Run 1, clock wires, drivers and flops:
Scale: 10 px per µm.
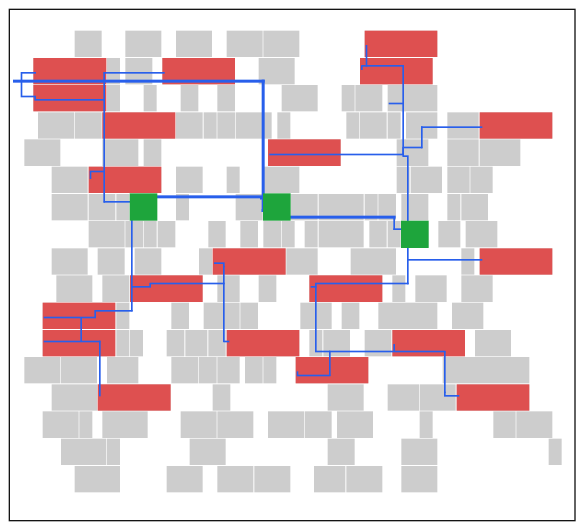
Run 1, track usage over the die:
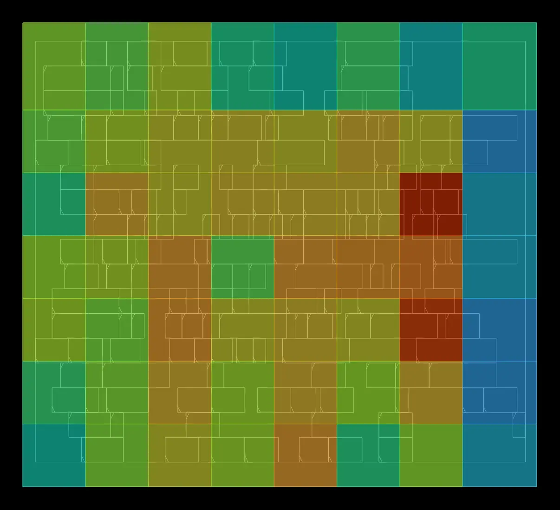
Run 1, placement density heat map:
Scale: 4 px per µm. 11 x 10 tiles, from white (low) to dark blue (high), 0 to 100% covered.
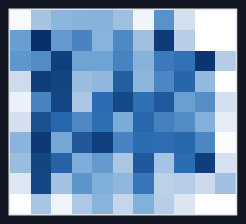
<file path="src/rtl/qreg_ctrl_pkg.sv">
// -----------------------------------------------------------------------------
// qreg_ctrl_pkg
//   Shared types and constants for the Q register command sequencer.
//   - op_e    : 2-bit command opcode, fully decoded (no illegal values).
//   - state_e : sequencer FSM state encoding, also exported on dbg_state.
//   - Q_WIDTH_DEFAULT : default datapath width.
//   - op_to_state     : maps an accepted opcode to its first working state.
// -----------------------------------------------------------------------------
package qreg_ctrl_pkg;

    localparam int Q_WIDTH_DEFAULT = 8;

    typedef enum logic [1:0] {
        OP_CLR   = 2'b00,
        OP_LOAD  = 2'b01,
        OP_COUNT = 2'b10,
        OP_AND   = 2'b11
    } op_e;

    typedef enum logic [2:0] {
        ST_IDLE  = 3'd0,
        ST_CLR   = 3'd1,
        ST_LOAD  = 3'd2,
        ST_AND   = 3'd3,
        ST_COUNT = 3'd4,
        ST_DONE  = 3'd5
    } state_e;

    function automatic state_e op_to_state(input op_e op);
        state_e st;
        st = ST_CLR;
        case (op)
            OP_CLR:   st = ST_CLR;
            OP_LOAD:  st = ST_LOAD;
            OP_COUNT: st = ST_COUNT;
            OP_AND:   st = ST_AND;
        endcase
        return st;
    endfunction

endpackage

</file>
<file path="src/rtl/qreg_ctrl_cnt.sv">
// -----------------------------------------------------------------------------
// qreg_ctrl_cnt
//   N-bit loadable down-counter holding the number of increments still owed
//   by a COUNT command.
// Ports
//   clk         in  1  system clock
//   rst         in  1  synchronous, active-high reset (count -> 0)
//   i_load      in  1  load i_load_val (has priority over i_dec)
//   i_load_val  in  N  value to load
//   i_dec       in  1  decrement by one (ignored when already zero)
//   o_zero      out 1  count == 0
//   o_last      out 1  count == 1 (the next decrement empties it)
// -----------------------------------------------------------------------------
module qreg_ctrl_cnt #(
    parameter int N = 8
) (
    input  logic         clk,
    input  logic         rst,
    input  logic         i_load,
    input  logic [N-1:0] i_load_val,
    input  logic         i_dec,
    output logic         o_zero,
    output logic         o_last
);

    localparam logic [N-1:0] ONE = {{(N-1){1'b0}}, 1'b1};

    logic [N-1:0] r_count;

    always_ff @(posedge clk) begin
        if (rst) begin
            r_count <= '0;
        end else if (i_load) begin
            r_count <= i_load_val;
        end else if (i_dec && (r_count != '0)) begin
            // Guarded so a stray decrement can never underflow to all-ones.
            r_count <= r_count - ONE;
        end
    end

    assign o_zero = (r_count == '0);
    assign o_last = (r_count == ONE);

endmodule

</file>
<file path="src/rtl/qreg_ctrl.sv">
// -----------------------------------------------------------------------------
// qreg_ctrl
//   Command sequencer for the N-bit Q register datapath. Takes one command at
//   a time (clear, load, count-by-K, AND-mask) and drives the matching one-hot
//   control strobe, then pulses done for one cycle.
//
//   Handshake: a command transfers on a cycle where cmd_valid && cmd_ready
//   are both high at the rising edge; cmd_ready is high only in IDLE (and low
//   while rst is asserted), the command fields need only be stable in that
//   cycle, and the sequencer holds no further obligation to the requester
//   until it returns to IDLE.
//
// Build option
//   QREG_CTRL_WRAP_STOP_EN : when defined, COUNT stops early (wrapped=1)
//   rather than increment a Q register that already reads all-ones. When
//   undefined, q_in is ignored and wrapped is tied low.
//
// Ports
//   clk        in   1  system clock
//   rst        in   1  synchronous, active-high reset
//   cmd_valid  in   1  command present
//   cmd_ready  out  1  controller can accept a command (IDLE only)
//   cmd_op     in   2  opcode (op_e)
//   cmd_arg    in   N  operand for LOAD/AND; repeat count K for COUNT
//   abort      in   1  terminate an in-progress COUNT
//   q_in       in   N  current Q register value
//   q_clr      out  1  clear strobe
//   ldp        out  1  load strobe
//   cta        out  1  increment strobe
//   l_and      out  1  AND strobe
//   sw_out     out  N  operand to the Q register, held from accept to accept
//   busy       out  1  high in every state except IDLE
//   done       out  1  one-cycle completion pulse
//   aborted    out  1  qualifies done: COUNT ended by abort
//   wrapped    out  1  qualifies done: COUNT stopped at all-ones
//   dbg_state  out  3  current FSM state (state_e encoding)
// -----------------------------------------------------------------------------
module qreg_ctrl
    import qreg_ctrl_pkg::*;
#(
    parameter int N = Q_WIDTH_DEFAULT
) (
    input  logic         clk,
    input  logic         rst,
    input  logic         cmd_valid,
    output logic         cmd_ready,
    input  logic [1:0]   cmd_op,
    input  logic [N-1:0] cmd_arg,
    input  logic         abort,
    input  logic [N-1:0] q_in,
    output logic         q_clr,
    output logic         ldp,
    output logic         cta,
    output logic         l_and,
    output logic [N-1:0] sw_out,
    output logic         busy,
    output logic         done,
    output logic         aborted,
    output logic         wrapped,
    output logic [2:0]   dbg_state
);

    state_e       r_state;
    state_e       w_next_state;
    logic [N-1:0] r_sw_out;
    logic         r_aborted;
    logic         w_accept;
    logic         w_cta;
    logic         w_stop;
    logic         w_set_aborted;
    logic         w_set_wrapped;
    logic         w_cnt_zero;
    logic         w_cnt_last;
    logic         w_cnt_load;

    assign cmd_ready  = (r_state == ST_IDLE) && !rst;
    assign w_accept   = cmd_valid && cmd_ready;
    assign w_cnt_load = w_accept && (op_e'(cmd_op) == OP_COUNT);

    qreg_ctrl_cnt #(.N(N)) u_cnt (
        .clk        (clk),
        .rst        (rst),
        .i_load     (w_cnt_load),
        .i_load_val (cmd_arg),
        .i_dec      (w_cta),
        .o_zero     (w_cnt_zero),
        .o_last     (w_cnt_last)
    );

`ifdef QREG_CTRL_WRAP_STOP_EN
    // One more increment would roll the Q register over to zero.
    assign w_stop = (q_in == '1);
`else
    logic w_unused_q;
    assign w_unused_q = ^q_in;
    assign w_stop     = 1'b0;
`endif

    // ---------------- state register ----------------
    always_ff @(posedge clk) begin
        if (rst) begin
            r_state <= ST_IDLE;
        end else begin
            r_state <= w_next_state;
        end
    end

    // ---------------- next state / count strobe ----------------
    always_comb begin
        w_next_state  = r_state;
        w_cta         = 1'b0;
        w_set_aborted = 1'b0;
        w_set_wrapped = 1'b0;
        case (r_state)
            ST_IDLE: begin
                if (w_accept) begin
                    w_next_state = op_to_state(op_e'(cmd_op));
                end
            end
            ST_CLR, ST_LOAD, ST_AND: begin
                w_next_state = ST_DONE;
            end
            ST_COUNT: begin
                // Priority: abort beats both the normal end and the wrap stop.
                if (abort) begin
                    w_next_state  = ST_DONE;
                    w_set_aborted = 1'b1;
                end else if (w_cnt_zero) begin
                    w_next_state = ST_DONE;
                end else if (w_stop) begin
                    w_next_state  = ST_DONE;
                    w_set_wrapped = 1'b1;
                end else begin
                    w_cta = 1'b1;
                    // Leave on the last increment so done lands at t+K+1.
                    if (w_cnt_last) begin
                        w_next_state = ST_DONE;
                    end
                end
            end
            ST_DONE: begin
                w_next_state = ST_IDLE;
            end
            default: begin
                w_next_state = ST_IDLE;
            end
        endcase
    end

    // ---------------- operand latch and done qualifiers ----------------
    always_ff @(posedge clk) begin
        if (rst) begin
            r_sw_out  <= '0;
            r_aborted <= 1'b0;
        end else begin
            if (w_accept) begin
                r_sw_out <= cmd_arg;
            end
            // Set only on the COUNT->DONE edge, so it is high exactly in DONE.
            r_aborted <= w_set_aborted;
        end
    end

`ifdef QREG_CTRL_WRAP_STOP_EN
    logic r_wrapped;
    always_ff @(posedge clk) begin
        if (rst) begin
            r_wrapped <= 1'b0;
        end else begin
            r_wrapped <= w_set_wrapped;
        end
    end
    assign wrapped = r_wrapped && (r_state == ST_DONE);
`else
    logic w_unused_wrap;
    assign w_unused_wrap = w_set_wrapped;
    assign wrapped       = 1'b0;
`endif

    // ---------------- outputs ----------------
    assign q_clr     = (r_state == ST_CLR);
    assign ldp       = (r_state == ST_LOAD);
    assign l_and     = (r_state == ST_AND);
    assign cta       = w_cta;
    assign sw_out    = r_sw_out;
    assign busy      = (r_state != ST_IDLE);
    assign done      = (r_state == ST_DONE);
    assign aborted   = r_aborted && (r_state == ST_DONE);
    assign dbg_state = r_state;

endmodule

</file>
<file path="config.mk">
export PLATFORM = sky130hd
export DESIGN_NAME = qreg_ctrl
export DESIGN_NICKNAME = d
export VERILOG_FILES = /design/src/rtl/qreg_ctrl_pkg.sv /design/src/rtl/qreg_ctrl_cnt.sv /design/src/rtl/qreg_ctrl.sv
export SDC_FILE = /design/constraint.sdc
export NUM_CORES = 1
export LEC_CHECK = 0
export CORE_ASPECT_RATIO = 0.9
export CORE_UTILIZATION = 42
export CTS_CLUSTER_SIZE = 30
export DETAILED_ROUTE_END_ITERATION = 8
export PLACE_DENSITY_LB_ADDON = 0.12
export SYNTH_ARGS = -nofsm -noshare
export SYNTH_HDL_FRONTEND = slang
export SYNTH_SLANG_ARGS = --single-unit
</file>
<file path="constraint.sdc">
create_clock -name clk -period 4.1 [get_ports clk]
set_input_delay 0.82 -clock clk [delete_from_list [all_inputs] [get_ports clk]]
set_output_delay 0.82 -clock clk [all_outputs]
set_load 0.005 [all_outputs]
</file>
==> flow_summary.ini, run 1 <==
; flow metrics
[die]
rows = 17
die_w_um = 56.4
fp.dieArea_um2 = 2880
ios = 42

[final_timing]
max_slew.worst_pin.slew_ns = 0.518
max_freq_mhz = 299
setup_tns_ns = 0

[routing]
vias = 1053
routed_via_density = 5.60
drt-initial-drc-count = 24
ant_nets = 0

[power_and_ir_drop]
pwr-share-seq_pct = 43.5
p_sw_share_pct = 33.1
power_mw = 0.578

[synth]
top_cell_area_share_pct = 35.8
seq_area_frac_synth_pct = 35.8
synth_area_leader_cell = dfxtp_1

[setup_path]
rr_worst_depth = 7
r2r_end = u_cnt.r_count[2]
crit_top_cell = clkdlybuf4s50_1
r2r_setup_slack_ns = 1.99
required_ns = 3.28
path_buffers = 3
cp-start-kind = input pin

[clock_tree]
cts_tree = built
cts_setup_buffers = 0
htreeDepth = 1
clk_latency_ns = 0.31

[global_routing]
grt_max_degree = 22
grt_pass1_vias = 1014

[placement]
gp_congestion = 0.722

[flow_run]
warnings = 39

[worst_hold_path]
min_from = sw_out[2]
worstHoldPathType = reg -> reg

[outcome]
status = finished, final reports clean
About 'clock wires, drivers and flops':
green -> cells driving clock nets  # count 3
red -> flip-flops  # count 20
blue -> clock wires  # length 262 µm
routed clock nets = 4
Clock Power: 0.117 mW
Worst Skew: 0.00816 ns
Clk network pwr share: 20.3%

About 'track usage over the die':
met2 Use GR: 32.5%
met1 GRT Util: 26.5%
WL per Instance: 13.9 µm
Core Util, Final: 59.9%

About 'placement density heat map':
tiles over 75% full = 25%
densest ninth of the die = center
nearly empty tiles = 7.3%
mean over tiles = 51%
Initial Util: 45.0%
core area: 2490 µm²

[run 1: logic make-up (layout without fill, tap and decap cells)]
group           Yosys count  count (layout)  synth area share, %
buf+inv                  14              44                 5.25
simple gates             64              64                 33.7
mux                       1               1                0.894
fa+ha+maj                 7               7                 7.82
compound gates           20              20                 13.9
other cells               1               1                0.335
flops                    20              20                 35.8
xor+xnor                  3               3                 2.35
[run 1: per-layer routing]
metal / vias up / global-route usage [%] / wire, µm
li1: 531 / - / -
met5: - / 0 / 0
met4: 0 / 2.85 / 12
met3: 2 / 5.57 / 127
met2: 32 / 32.5 / 1150
met1: 488 / 26.5 / 1330
[run 1: worst min-delay path: cells and delay by family (launching register included)]
kind          cells  cell delay, ns
flops             1            0.33
simple gates      2            0.12
[run 1: layout make-up]
type | instances | share of cell area, %
inverter | 6 | 1.51
multi-input combinational | 96 | 44.3
sequential | 20 | 26.9
tap | 28 | 2.35
timing repair buffer | 34 | 22.5
clock buffer | 4 | 2.43
[run 1: how the worst max path moves through the flow]
stage / startpoint / to / slack, ns / depth (start not counted)
4_1_cts: abort / cta / 0.77 / 5
6_report: abort / cta / 0.75 / 5
3_5_place_dp: abort / cta / 0.76 / 5
3_3_place_gp: abort / cta / 0.80 / 5
5_1_grt: abort / cta / 0.67 / 5
2_1_floorplan: abort / cta / 1.85 / 3
[run 1: metrics by stage]
step / hold slack (ns) / setup slack, ns / std cells / util, %
final: 0.482 / 0.754 / 188 / 59.9
after CTS: 0.487 / 0.767 / 188 / 59.9
after detailed placement: 0.461 / 0.758 / 184 / 58.4
after global routing: 0.496 / 0.665 / 188 / 59.9
after floorplan: 0.466 / 1.85 / 130 / -
after global placement: 0.461 / 0.801 / 184 / 58.4
[run 1: state kept, by name (all words and copies together) (netlist names)]
register	count
sw_out	8
u_cnt.r_count	8
r_aborted	1
dbg_state	3
[run 1: cell usage after synthesis (all sizes together), types with 3 or more instances]
cell type,number
dfxtp,20
nand3,12
buf,3
nor2,12
ha,7
nand3b,8
a21oi,3
nor3,3
nand2,11
o21ai,3
clkbuf,5
a211oi,6
inv,6
xor2,3
[run 1: power by group through the flow]
stage / Clock [mW] / Sequential, mW / Combinational (mW)
after CTS: 0.121 / 0.251 / 0.210
final: 0.117 / 0.251 / 0.209
after global routing: 0.126 / 0.256 / 0.229
after floorplan: 0 / 0.245 / 0.123
after global placement: 0 / 0.253 / 0.204
after detailed placement: 0 / 0.255 / 0.208
==> inputs of run 2 (changes only) <==
==> constraint.sdc (replaced) <==
create_clock -name clk -period 3.2 [get_ports clk]
set_input_delay 0.64 -clock clk [delete_from_list [all_inputs] [get_ports clk]]
set_output_delay 0.64 -clock clk [all_outputs]
set_load 0.005 [all_outputs]
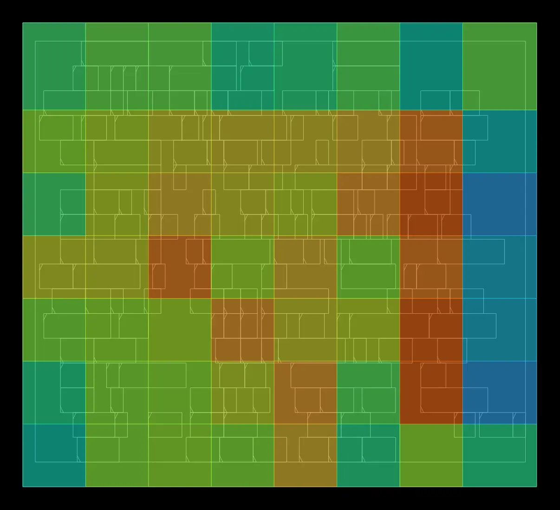
Run 2: track usage over the die
Core Util, Final: 60.8%
WL per Instance: 13.9 µm
met3 Track Usage GR: 3.04%

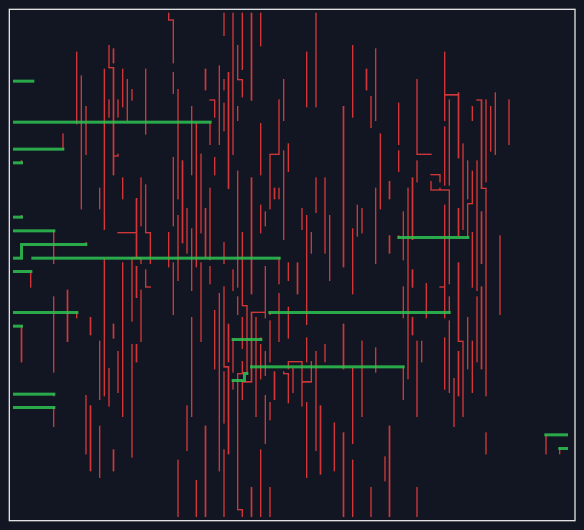
Run 2: signal wires by layer
Scale: 10 px per µm. Only two layers are drawn.
red -> met2  # wire length 1,180 µm
green -> met3  # wire length 129 µm
GRT Overall Usage: 20.0%
routed via count: 1,019
Detailed Route WL: 2630 µm

==> run 2 against run 1 <==
Non-clock buffer count up 1. Flip-flop count unchanged. Clock skew barely moved. Critical path depth rose by 1. Critical endpoint unchanged.
==> flow_summary.ini, run 2 <==
; flow metrics
[setup_path]
cp-start-kind = register
r2r_setup_slack_ns = 1.07
required_ns = 2.56

[die]
core-area_um2 = 2490
rows = 17
initial_core_util_pct = 45.0
ios = 42
die_w_um = 56.4
fp.dieArea_um2 = 2880

[synth]
synth_area_leader_cell = dfxtp_1
ys_top_cells_by_count = dfxtp_1 (20), nand3_1 (12), nor2_1 (12)
aoi_share_pct = 13.9
logic_family = simple AND/OR/NAND/NOR gates
synth.cellmix.simpleShare_pct = 33.7
top_cell_area_share_pct = 35.8
synth.most_common_cell = dfxtp_1
seq_area_frac_synth_pct = 35.8
ys_sh_mux_pct = 0.894
xor_share_pct = 2.35

[global_routing]
top_usage_layer = met2
grt_pass1_vias = 1007
met2_usage_pct = 32.5
grt_max_degree = 21

[final_timing]
max_freq_mhz = 344
setup_ws_ns = 0.294
setup_tns_ns = 0

[clock_tree]
htreeDepth = 1
clk_latency_ns = 0.30
cts_setup_buffers = 0
cts_tree = built

[power_and_ir_drop]
ir_drop_mv = 0.366
p_sw_share_pct = 30.8
power_mw = 0.802
pwr-share-seq_pct = 40.2

[worst_hold_path]
worstHoldPathType = reg -> reg

[flow_run]
warnings = 39

[routing]
drt-initial-drc-count = 24
routed_via_density = 5.39
ant_nets = 0

[layout]
diodes = 0

[placement]
dp_slack_ns = 0.451
gp_congestion = 0.758

[outcome]
status = finished, final reports clean
[run 2: cell count changes in the layout (fill, tap and decap cells not counted)]
cell	previous run	this run
bufinv_16	0	1
buf_4	2	3
clkbuf_8	1	0
[run 2: logic make-up (layout without fill, tap and decap cells)]
family | Yosys count | count (layout)
mux | 1 | 1
other cells | 1 | 1
flops | 20 | 20
xor+xnor | 3 | 3
buf+inv | 14 | 45
simple gates | 64 | 64
fa+ha+maj | 7 | 7
compound gates | 20 | 20
[run 2: metrics by stage]
stage | instance area, µm² | cells
finish | 1510 | 189
global route | 1510 | 189
CTS | 1510 | 189
detailed placement | 1460 | 185
global placement | 1460 | 185
floorplan | 1120 | 130
[run 2: worst paths after layout]
| check | start | end | depth (start not counted) |
|---|---|---|---|
| min | sw_out[2] | sw_out[2] | 2 |
| max | u_cnt.r_count[0] | cta | 6 |
| max reg2reg | u_cnt.r_count[0] | u_cnt.r_count[2] | 7 |
| min reg2reg | sw_out[2] | sw_out[2] | 2 |
[run 2: cell type report]
cell class | count | share of cell area [%]
sequential | 20 | 26.4
clock inverter | 1 | 1.98
inverter | 6 | 1.49
tap | 28 | 2.31
multi-input combinational | 96 | 43.6
timing repair buffer | 35 | 22.6
clock buffer | 3 | 1.49
[run 2: worst max-delay path: stages (launching register included)]
cell and delay (ns):
dfxtp_1 0.37, inv_1 0.12, ha_1 0.21, or3b_2 0.54, o21ai_4 0.21, inv_2 0.07
clkdlybuf4s50_1 0.45
[run 2: per-layer routing]
metal | up-vias | routed length [µm]
li1 | 528 | -
met3 | 2 | 128
met5 | - | 0
met2 | 24 | 1180
met4 | 0 | 17
met1 | 465 | 1300
[run 2: power by group through the flow]
stage	Sequential (mW)	Clock (mW)	Combinational (mW)
after floorplan	0.314	0	0.157
after global placement	0.325	0	0.265
after detailed placement	0.327	0	0.269
after CTS	0.322	0.211	0.272
after global routing	0.328	0.223	0.297
final	0.322	0.208	0.271
==> inputs of run 3 (changes only) <==
--- a/config.mk
+++ b/config.mk
@@ -5,6 +5,7 @@
 export SDC_FILE = /design/constraint.sdc
 export NUM_CORES = 1
 export LEC_CHECK = 0
+export ABC_CLOCK_PERIOD_IN_PS = 3200
 export CORE_ASPECT_RATIO = 0.9
 export CORE_UTILIZATION = 42
 export CTS_CLUSTER_SIZE = 30
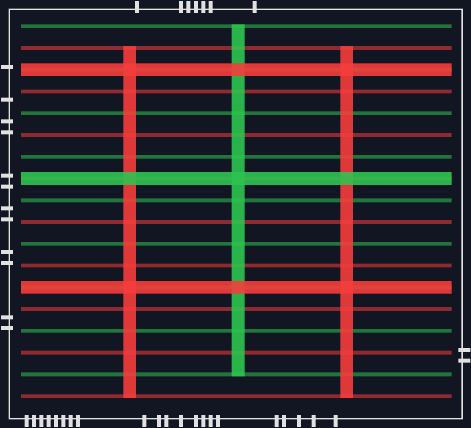
Run 3: floorplan with the power grid
Scale: 8 px per µm. Pins as bars on the die edge.
red -> VSS
green -> VDD
signal pins = 42
rows = 17
met5 straps = 3
Max VDD drop: 0.366 mV
height of the die: 51.0 µm
die x size: 56.4 µm

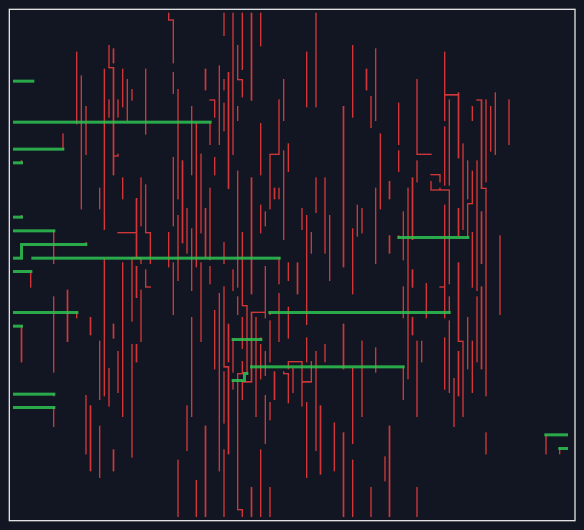
Run 3: signal wires by layer
Scale: 10 px per µm. Only two layers are drawn.
green -> met3  # wire length 129 µm
red -> met2  # wire length 1,180 µm

==> run 3 against run 2 <==
Sequential share of layout area unchanged. Sequential power about the same. Combinational power about the same. Highest routed layer unchanged. Largest power group unchanged.
==> flow_summary.ini, run 3 <==
; flow metrics
[outcome]
status = finished, final reports clean

[routing]
vias = 1019
wl_um = 2630
met1_length_um = 1300
dr.max_layer_used = met4
wl_met3_um = 128
routed_via_density = 5.39
drt-initial-drc-count = 24
ant_nets = 0
wl_per_cell_um = 13.9
met2_length_um = 1180

[die]
rows = 17
core-area_um2 = 2490
initial_core_util_pct = 45.0
ios = 42
fp.dieArea_um2 = 2880

[placement]
gp_congestion = 0.758
port_buffers = 32

[final_timing]
skew_ns = 0.00830
max_freq_mhz = 344
max_slew.worst_pin.slew_ns = 0.506
setup_tns_ns = 0

[global_routing]
grt_use_total_pct = 20.0
grt_pass1_vias = 1007
grt_max_degree = 21

[setup_path]
required_ns = 2.56
cp-start-kind = register
rr_worst_depth = 7
path_class = reg -> out

[synth]
top_cell_area_share_pct = 35.8
synth.most_common_cell = dfxtp_1
ys_top_cells_by_count = dfxtp_1 (20), nand3_1 (12), nor2_1 (12)
synth_area_leader_cell = dfxtp_1
seq_area_frac_synth_pct = 35.8

[clock_tree]
cts_tree = built
htreeDepth = 1
clk_latency_ns = 0.30
cts_setup_buffers = 0

[worst_hold_path]
worstHoldPathType = reg -> reg

[layout]
diodes = 0

[flow_run]
warnings = 39

[power_and_ir_drop]
power_mw = 0.802
-- run 3: cell counts in the layout (fill, tap and decap cells not counted) --
No cell type changed its count.
-- run 3: kinds of logic after synthesis --
family	count (synthesis)	share of synthesized area [%]
flops	20	35.8
compound gates	20	13.9
other cells	1	0.335
xor+xnor	3	2.35
buf+inv	14	5.25
simple gates	64	33.7
fa+ha+maj	7	7.82
mux	1	0.894
-- run 3: layer usage --
layer | global-route usage (%) | up-vias
met1 | 27.2 | 465
met3 | 3.04 | 2
li1 | - | 528
met4 | 6.10 | 0
met5 | 0 | -
met2 | 32.5 | 24
-- run 3: power by group --
part	internal [mW]	total, mW	leakage [nW]	switching (mW)
sequential	0.282	0.322	0.164	0.0397
combinational	0.146	0.271	0.415	0.125
clock	0.127	0.208	0.0279	0.0818
total	0.555	0.802	0.607	0.247
-- run 3: final cells by class --
class,count,share of cell area [%]
clock inverter,1,1.98
multi-input combinational,96,43.6
clock buffer,3,1.49
timing repair buffer,35,22.6
sequential,20,26.4
tap,28,2.31
inverter,6,1.49
-- run 3: per-stage QoR --
step | cell area (µm²) | util (%) | hold WS (ns) | worst slack, ns | cells
2_1_floorplan | 1120 | - | 0.466 | 1.23 | 130
3_3_place_gp | 1460 | 58.7 | 0.461 | 0.453 | 185
3_5_place_dp | 1460 | 58.7 | 0.461 | 0.451 | 185
4_1_cts | 1510 | 60.8 | 0.485 | 0.297 | 189
5_1_grt | 1510 | 60.8 | 0.497 | 0.184 | 189
6_report | 1510 | 60.8 | 0.484 | 0.294 | 189
-- run 3: critical path, cell delays in order (launching register included) --
cell             delay [ns]
dfxtp_1                0.37
inv_1                  0.12
ha_1                   0.21
or3b_2                 0.54
o21ai_4                0.21
inv_2                  0.07
clkdlybuf4s50_1        0.45
-- run 3: path summary, 6_finish.rpt --
check | slack, ns | startpoint | to
worst max-delay path | 0.29 | u_cnt.r_count[0] | cta
worst min-delay path | 0.48 | sw_out[2] | sw_out[2]
worst max register to register | 1.07 | u_cnt.r_count[0] | u_cnt.r_count[2]
worst min register to register | 0.48 | sw_out[2] | sw_out[2]
No activity file was given, so power comes from the tool's default toggle rates.
